[config.mk]
export PLATFORM = sky130hd
export DESIGN_NAME = pipeline_controller_flat
export DESIGN_NICKNAME = d
export VERILOG_FILES = /design/src/rtl/pipeline_controller_pkg.sv /design/src/rtl/pipeline_controller_if.sv /design/src/rtl/pipeline_controller_sat_counter.sv /design/src/rtl/pipeline_controller.sv /design/src/flat_wrapper.sv
export SDC_FILE = /design/constraint.sdc
export NUM_CORES = 1
export LEC_CHECK = 0
export CAP_MARGIN = 15
export CORE_MARGIN = 5
export CORE_UTILIZATION = 52
export CTS_BUF_LIST = sky130_fd_sc_hd__clkbuf_8
export CTS_CLUSTER_DIAMETER = 100
export DETAILED_ROUTE_END_ITERATION = 8
export PLACE_DENSITY_LB_ADDON = 0.2
export SLEW_MARGIN = 20
export SYNTH_ARGS = -nofsm -noshare
export SYNTH_HDL_FRONTEND = slang
export SYNTH_HIERARCHICAL = 1
export SYNTH_SLANG_ARGS = --single-unit
[constraint.sdc]
create_clock -name CLK -period 4.3 [get_ports CLK]
set_input_delay 1.29 -clock CLK [delete_from_list [all_inputs] [get_ports CLK]]
set_output_delay 1.29 -clock CLK [all_outputs]
set_load 0.02 [all_outputs]
[src/rtl/pipeline_controller_pkg.sv]
// pipeline_controller_pkg: shared types and control encodings for the pipeline sequencer
package pipeline_controller_pkg;
  typedef logic [4:0] regbits_t;
  typedef enum logic [1:0] {RUN, DWAIT, HALTED} ctrl_state_t;
  typedef struct packed {
    logic pc_en;
    logic ifid_en;
    logic idex_en;
    logic exmem_en;
    logic memwb_en;
    logic ifid_flush;
    logic idex_flush;
  } ctrl_t;
  localparam ctrl_t C_NONE    = 7'b0000000;
  localparam ctrl_t C_RUN     = 7'b1111100;
  localparam ctrl_t C_CLEAR   = 7'b1111111;
  localparam ctrl_t C_HALT    = 7'b0000100;
  localparam ctrl_t C_LOADUSE = 7'b0011101;
  localparam ctrl_t C_FMISS   = 7'b0111110;
endpackage

[src/rtl/pipeline_controller_if.sv]
// pipeline_controller_if: hazard inputs and latch controls between datapath and sequencer
interface pipeline_controller_if import pipeline_controller_pkg::*; #(parameter int CNT_W = 16);
  logic ihit, dhit, exmem_dREN, exmem_dWEN, idex_dREN, ifid_uses_rt, ex_redirect, memwb_halt;
  regbits_t idex_wsel, ifid_rs, ifid_rt;
  logic pc_en, ifid_en, idex_en, exmem_en, memwb_en, ifid_flush, idex_flush, halt;
  logic [CNT_W-1:0] stall_cnt, flush_cnt;
  modport master (
    input ihit, dhit, exmem_dREN, exmem_dWEN, idex_dREN, idex_wsel, ifid_rs, ifid_rt,
          ifid_uses_rt, ex_redirect, memwb_halt,
    output pc_en, ifid_en, idex_en, exmem_en, memwb_en, ifid_flush, idex_flush, halt,
           stall_cnt, flush_cnt
  );
  modport slave (
    output ihit, dhit, exmem_dREN, exmem_dWEN, idex_dREN, idex_wsel, ifid_rs, ifid_rt,
           ifid_uses_rt, ex_redirect, memwb_halt,
    input pc_en, ifid_en, idex_en, exmem_en, memwb_en, ifid_flush, idex_flush, halt,
          stall_cnt, flush_cnt
  );
endinterface

[src/rtl/pipeline_controller_sat_counter.sv]
// sat_counter: event counter that sticks at all-ones instead of wrapping
module sat_counter #(parameter int W = 16) (
  input  logic         CLK,
  input  logic         RST,
  input  logic         inc,
  output logic [W-1:0] cnt
);
  logic [W-1:0] cnt_q;
  // count up on inc, hold once saturated
  always_ff @(posedge CLK) begin
    if (RST) cnt_q <= '0;
    else if (inc && cnt_q != '1) cnt_q <= cnt_q + 1'b1;
  end
  assign cnt = cnt_q;
endmodule

[src/rtl/pipeline_controller.sv]
// pipeline_controller: stall/flush sequencer deciding advance, hold or bubble for each pipeline latch
module pipeline_controller import pipeline_controller_pkg::*; #(parameter int CNT_W = 16) (
  input logic CLK,
  input logic RST,
  pipeline_controller_if.master bus
);
  ctrl_state_t state_q, state_d;
  logic halt_q;
  ctrl_t ctrl;
  logic mem_acc, load_use, freeze, active, redirect_fire, stall_inc;
  assign mem_acc  = bus.exmem_dREN | bus.exmem_dWEN;
  assign load_use = bus.idex_dREN && bus.idex_wsel != '0 &&
                    (bus.idex_wsel == bus.ifid_rs || (bus.ifid_uses_rt && bus.idex_wsel == bus.ifid_rt));
  // in DWAIT only dhit matters; in RUN a pending halt outranks a new miss
  assign freeze   = state_q == DWAIT ? !bus.dhit : (mem_acc && !bus.dhit && !bus.memwb_halt);
  assign active   = !RST && state_q != HALTED && !freeze;
  assign redirect_fire = active && !bus.memwb_halt && bus.ex_redirect;
  assign stall_inc = !RST && state_q != HALTED && !ctrl.pc_en;
  // priority decoder: reset, halted, freeze, halt, redirect, load-use, fetch miss, run
  always_comb begin
    ctrl = RST ? C_CLEAR :
           (state_q == HALTED || freeze) ? C_NONE :
           bus.memwb_halt ? C_HALT :
           bus.ex_redirect ? C_CLEAR :
           load_use ? C_LOADUSE :
           !bus.ihit ? C_FMISS : C_RUN;
    state_d = RST ? RUN :
              state_q == HALTED ? HALTED :
              freeze ? DWAIT :
              bus.memwb_halt ? HALTED : RUN;
  end
  // state register with registered halt flag
  always_ff @(posedge CLK) begin
    if (RST) begin
      state_q <= RUN;
      halt_q  <= 1'b0;
    end else begin
      state_q <= state_d;
      halt_q  <= state_d == HALTED;
    end
  end
  assign {bus.pc_en, bus.ifid_en, bus.idex_en, bus.exmem_en, bus.memwb_en, bus.ifid_flush, bus.idex_flush} = ctrl;
  assign bus.halt = halt_q;
  sat_counter #(.W(CNT_W)) u_stall (.CLK(CLK), .RST(RST), .inc(stall_inc), .cnt(bus.stall_cnt));
  sat_counter #(.W(CNT_W)) u_flush (.CLK(CLK), .RST(RST), .inc(redirect_fire), .cnt(bus.flush_cnt));
endmodule

[src/flat_wrapper.sv]
// flat-port wrapper written by rule: the top's interface ports become plain ports
module pipeline_controller_flat import pipeline_controller_pkg::*;
#(parameter int CNT_W = 16)
  (CLK, RST, bus_ihit, bus_dhit, bus_exmem_dREN, bus_exmem_dWEN, bus_idex_dREN, bus_idex_wsel, bus_ifid_rs, bus_ifid_rt, bus_ifid_uses_rt, bus_ex_redirect, bus_memwb_halt, bus_pc_en, bus_ifid_en, bus_idex_en, bus_exmem_en, bus_memwb_en, bus_ifid_flush, bus_idex_flush, bus_halt, bus_stall_cnt, bus_flush_cnt);
  pipeline_controller_if #(.CNT_W(CNT_W)) bus_i ();
  input logic CLK;
  input logic RST;
  input wire logic [$bits(bus_i.ihit)-1:0] bus_ihit;
  input wire logic [$bits(bus_i.dhit)-1:0] bus_dhit;
  input wire logic [$bits(bus_i.exmem_dREN)-1:0] bus_exmem_dREN;
  input wire logic [$bits(bus_i.exmem_dWEN)-1:0] bus_exmem_dWEN;
  input wire logic [$bits(bus_i.idex_dREN)-1:0] bus_idex_dREN;
  input wire logic [$bits(bus_i.idex_wsel)-1:0] bus_idex_wsel;
  input wire logic [$bits(bus_i.ifid_rs)-1:0] bus_ifid_rs;
  input wire logic [$bits(bus_i.ifid_rt)-1:0] bus_ifid_rt;
  input wire logic [$bits(bus_i.ifid_uses_rt)-1:0] bus_ifid_uses_rt;
  input wire logic [$bits(bus_i.ex_redirect)-1:0] bus_ex_redirect;
  input wire logic [$bits(bus_i.memwb_halt)-1:0] bus_memwb_halt;
  output wire logic [$bits(bus_i.pc_en)-1:0] bus_pc_en;
  output wire logic [$bits(bus_i.ifid_en)-1:0] bus_ifid_en;
  output wire logic [$bits(bus_i.idex_en)-1:0] bus_idex_en;
  output wire logic [$bits(bus_i.exmem_en)-1:0] bus_exmem_en;
  output wire logic [$bits(bus_i.memwb_en)-1:0] bus_memwb_en;
  output wire logic [$bits(bus_i.ifid_flush)-1:0] bus_ifid_flush;
  output wire logic [$bits(bus_i.idex_flush)-1:0] bus_idex_flush;
  output wire logic [$bits(bus_i.halt)-1:0] bus_halt;
  output wire logic [$bits(bus_i.stall_cnt)-1:0] bus_stall_cnt;
  output wire logic [$bits(bus_i.flush_cnt)-1:0] bus_flush_cnt;
  assign bus_i.ihit = bus_ihit;
  assign bus_i.dhit = bus_dhit;
  assign bus_i.exmem_dREN = bus_exmem_dREN;
  assign bus_i.exmem_dWEN = bus_exmem_dWEN;
  assign bus_i.idex_dREN = bus_idex_dREN;
  assign bus_i.idex_wsel = bus_idex_wsel;
  assign bus_i.ifid_rs = bus_ifid_rs;
  assign bus_i.ifid_rt = bus_ifid_rt;
  assign bus_i.ifid_uses_rt = bus_ifid_uses_rt;
  assign bus_i.ex_redirect = bus_ex_redirect;
  assign bus_i.memwb_halt = bus_memwb_halt;
  assign bus_pc_en = bus_i.pc_en;
  assign bus_ifid_en = bus_i.ifid_en;
  assign bus_idex_en = bus_i.idex_en;
  assign bus_exmem_en = bus_i.exmem_en;
  assign bus_memwb_en = bus_i.memwb_en;
  assign bus_ifid_flush = bus_i.ifid_flush;
  assign bus_idex_flush = bus_i.idex_flush;
  assign bus_halt = bus_i.halt;
  assign bus_stall_cnt = bus_i.stall_cnt;
  assign bus_flush_cnt = bus_i.flush_cnt;
  pipeline_controller #(.CNT_W(CNT_W)) u_core (.CLK(CLK), .RST(RST), .bus(bus_i));
endmodule
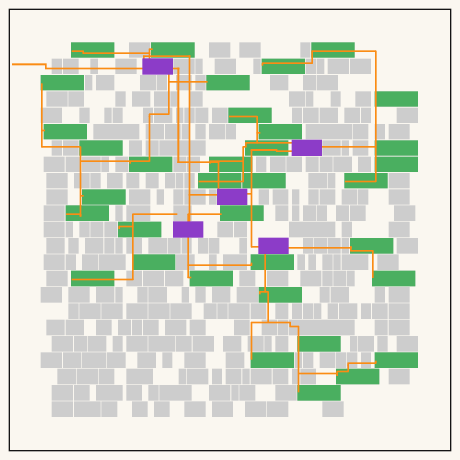
Figure 1: clock distribution.
Drawn at 6 px/µm.
[clock wires] orange | length: 458 µm
[cells driving clock nets] purple | count: 5
[flip-flops] green | count: 35
flops lie	spread over the die

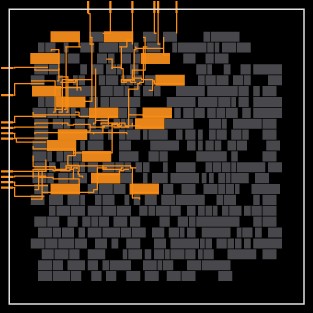
Figure 2: I/O nets highlighted.
Drawn at 4 px/µm.
port	colour	bits	direction	edge	end cells	buffers	wire
bus_stall_cnt	orange	16	output	10 left, 6 top	16	16	671 µm

==> results_dict.tcl <==
# implementation run metrics
set metrics [dict create \
    status "completed" \
    max_freq_mhz 236 \
    avgViaCountPerCell 5.92 \
    cts_num_sinks 35 \
    relSlewSlack 0.443 \
    crit_chain "clkdlybuf4s50_1 -> or4_4 -> o21a_1 -> and2_4 -> a221oi_2 -> buf_4" \
    lay_top_count "clkdlybuf4s50_1" \
    yosysUniqueCellTypes 45 \
    grt_pass1_vias 2025 \
    die_area_um2 5380 \
    wl_per_cell_um 14.5 \
    r2r_slack_ns 1.69 \
    diodes 0 \
    cts_tree "yes" \
    avgSynthCellArea_um2 8.41 \
    drt_iter0_markers 109 \
    clkLatencyLatePin_ns 0.29 \
    layout-drive-gt1-share 0.127 \
    final_max_slew_viol_count 0 \
    syn_to_final_growth_pct 41.7 \
    initial_utilization 0.529 \
    ioPinCount 65 \
    hp-start "u_core/u_stall/cnt[9]" \
    fin_area_um2 2950 \
    grtUsageTotal 0.208 \
    ir_worst_vdd_mv 0.148 \
]
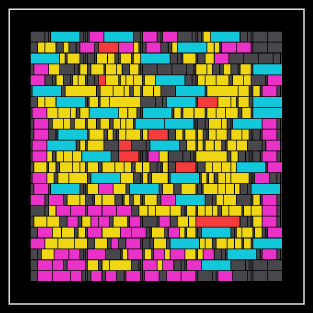
Figure 3: cell classes on the final placement.
Drawn at 4 px/µm. Fill, decap, tap and diode cells in grey.
class	colour	cells	share of their area
flops	cyan	35	24%
clock drivers and dummy loads	red	8	3.9%
all other logic	yellow	203	47%
other buffers and delay cells	magenta	77	25%

cell type report:
class / count / area share
Clock inverter: 3 / 0.0148
Timing Repair Buffer: 77 / 0.247
Sequential cell: 35 / 0.237
Multi-Input combinational cell: 195 / 0.446
Clock buffer: 5 / 0.0233
Tap cell: 50 / 0.0212
Inverter: 8 / 0.0102
flip-flops by register name, summed over array words and instances, names as in the netlist:
register and cells:
u_core/u_stall/cnt 16, u_core/u_flush/cnt 16, u_core/bus.halt 1, u_core/state_q 2
cells by family (layout without fill, tap and decap cells):
kind of cell | after synthesis | after routing | share of synthesized area
AND/OR/NAND/NOR | 113 | 113 | 0.343
adder cells (fa/ha/maj) | 2 | 2 | 0.0120
XOR/XNOR | 14 | 14 | 0.0588
AND-OR/OR-AND | 62 | 62 | 0.194
buffers and inverters | 18 | 93 | 0.0354
multiplexers | 4 | 4 | 0.0204
flip-flops | 35 | 35 | 0.336
through the flow:
stage / std cells / util
2_1_floorplan: 248 / -
3_3_place_gp: 365 / 0.721
3_5_place_dp: 365 / 0.721
4_1_cts: 373 / 0.745
5_1_grt: 373 / 0.749
6_report: 373 / 0.749
worst max-delay path, delay by kind of cell:
kind	cells	cell delay, ns
compound gates	2	0.44
buf+inv	2	0.60
simple gates	2	0.60
synth_stat cells (2+ instances only):
cell type,count,area share
a21oi_1,24,0.058
a31o_2,2,0.0084
and3_1,2,0.0060
and4_1,6,0.025
buf_1,2,0.0036
buf_2,2,0.0048
clkbuf_1,5,0.0090
dfxtp_1,35,0.34
ha_1,2,0.012
inv_1,8,0.014
mux2_2,2,0.011
mux2i_1,2,0.0096
nand2_1,14,0.025
nand2_2,2,0.0060
nand3_1,13,0.031
nand3b_1,2,0.0072
nand4_1,7,0.021
nand4_4,2,0.020
nor2_1,16,0.029
nor2b_1,5,0.015
nor3_1,10,0.024
nor4_1,4,0.012
nor4_4,2,0.020
nor4bb_1,2,0.0096
o21a_1,4,0.014
o21ai_0,9,0.022
o311ai_0,2,0.0084
o31ai_1,12,0.043
o41ai_1,2,0.0084
or3_1,6,0.018
or4_1,15,0.054
xnor2_1,14,0.059
per-layer routing:
| metal | vias to the layer above | track usage |
|---|---|---|
| met4 | 0 | 0.0543 |
| met5 | - | 0 |
| met3 | 7 | 0.0479 |
| met2 | 59 | 0.362 |
| li1 | 1099 | - |
| met1 | 1045 | 0.257 |
report_power, final:
part | internal (mW) | switching (mW) | total, mW
registers | 0.327 | 0.00297 | 0.330
clock network | 0.173 | 0.125 | 0.298
logic | 0.0560 | 0.0484 | 0.104
timing repair:
action / 4_1_cts / 5_1_grt
setup endpoints to repair: 4 / 6
endpoints found under the hold margin: 0 / 0
resized: 18 / 5
pin swaps: 0 / 2
path summary, 6_finish.rpt:
kind,end,depth (start not counted)
worst min register to register,u_core/u_stall/cnt[9],2
worst min-delay path,u_core/u_stall/cnt[9],2
worst max register to register,u_core/u_stall/cnt[11],8
worst max-delay path,bus_ifid_flush,6
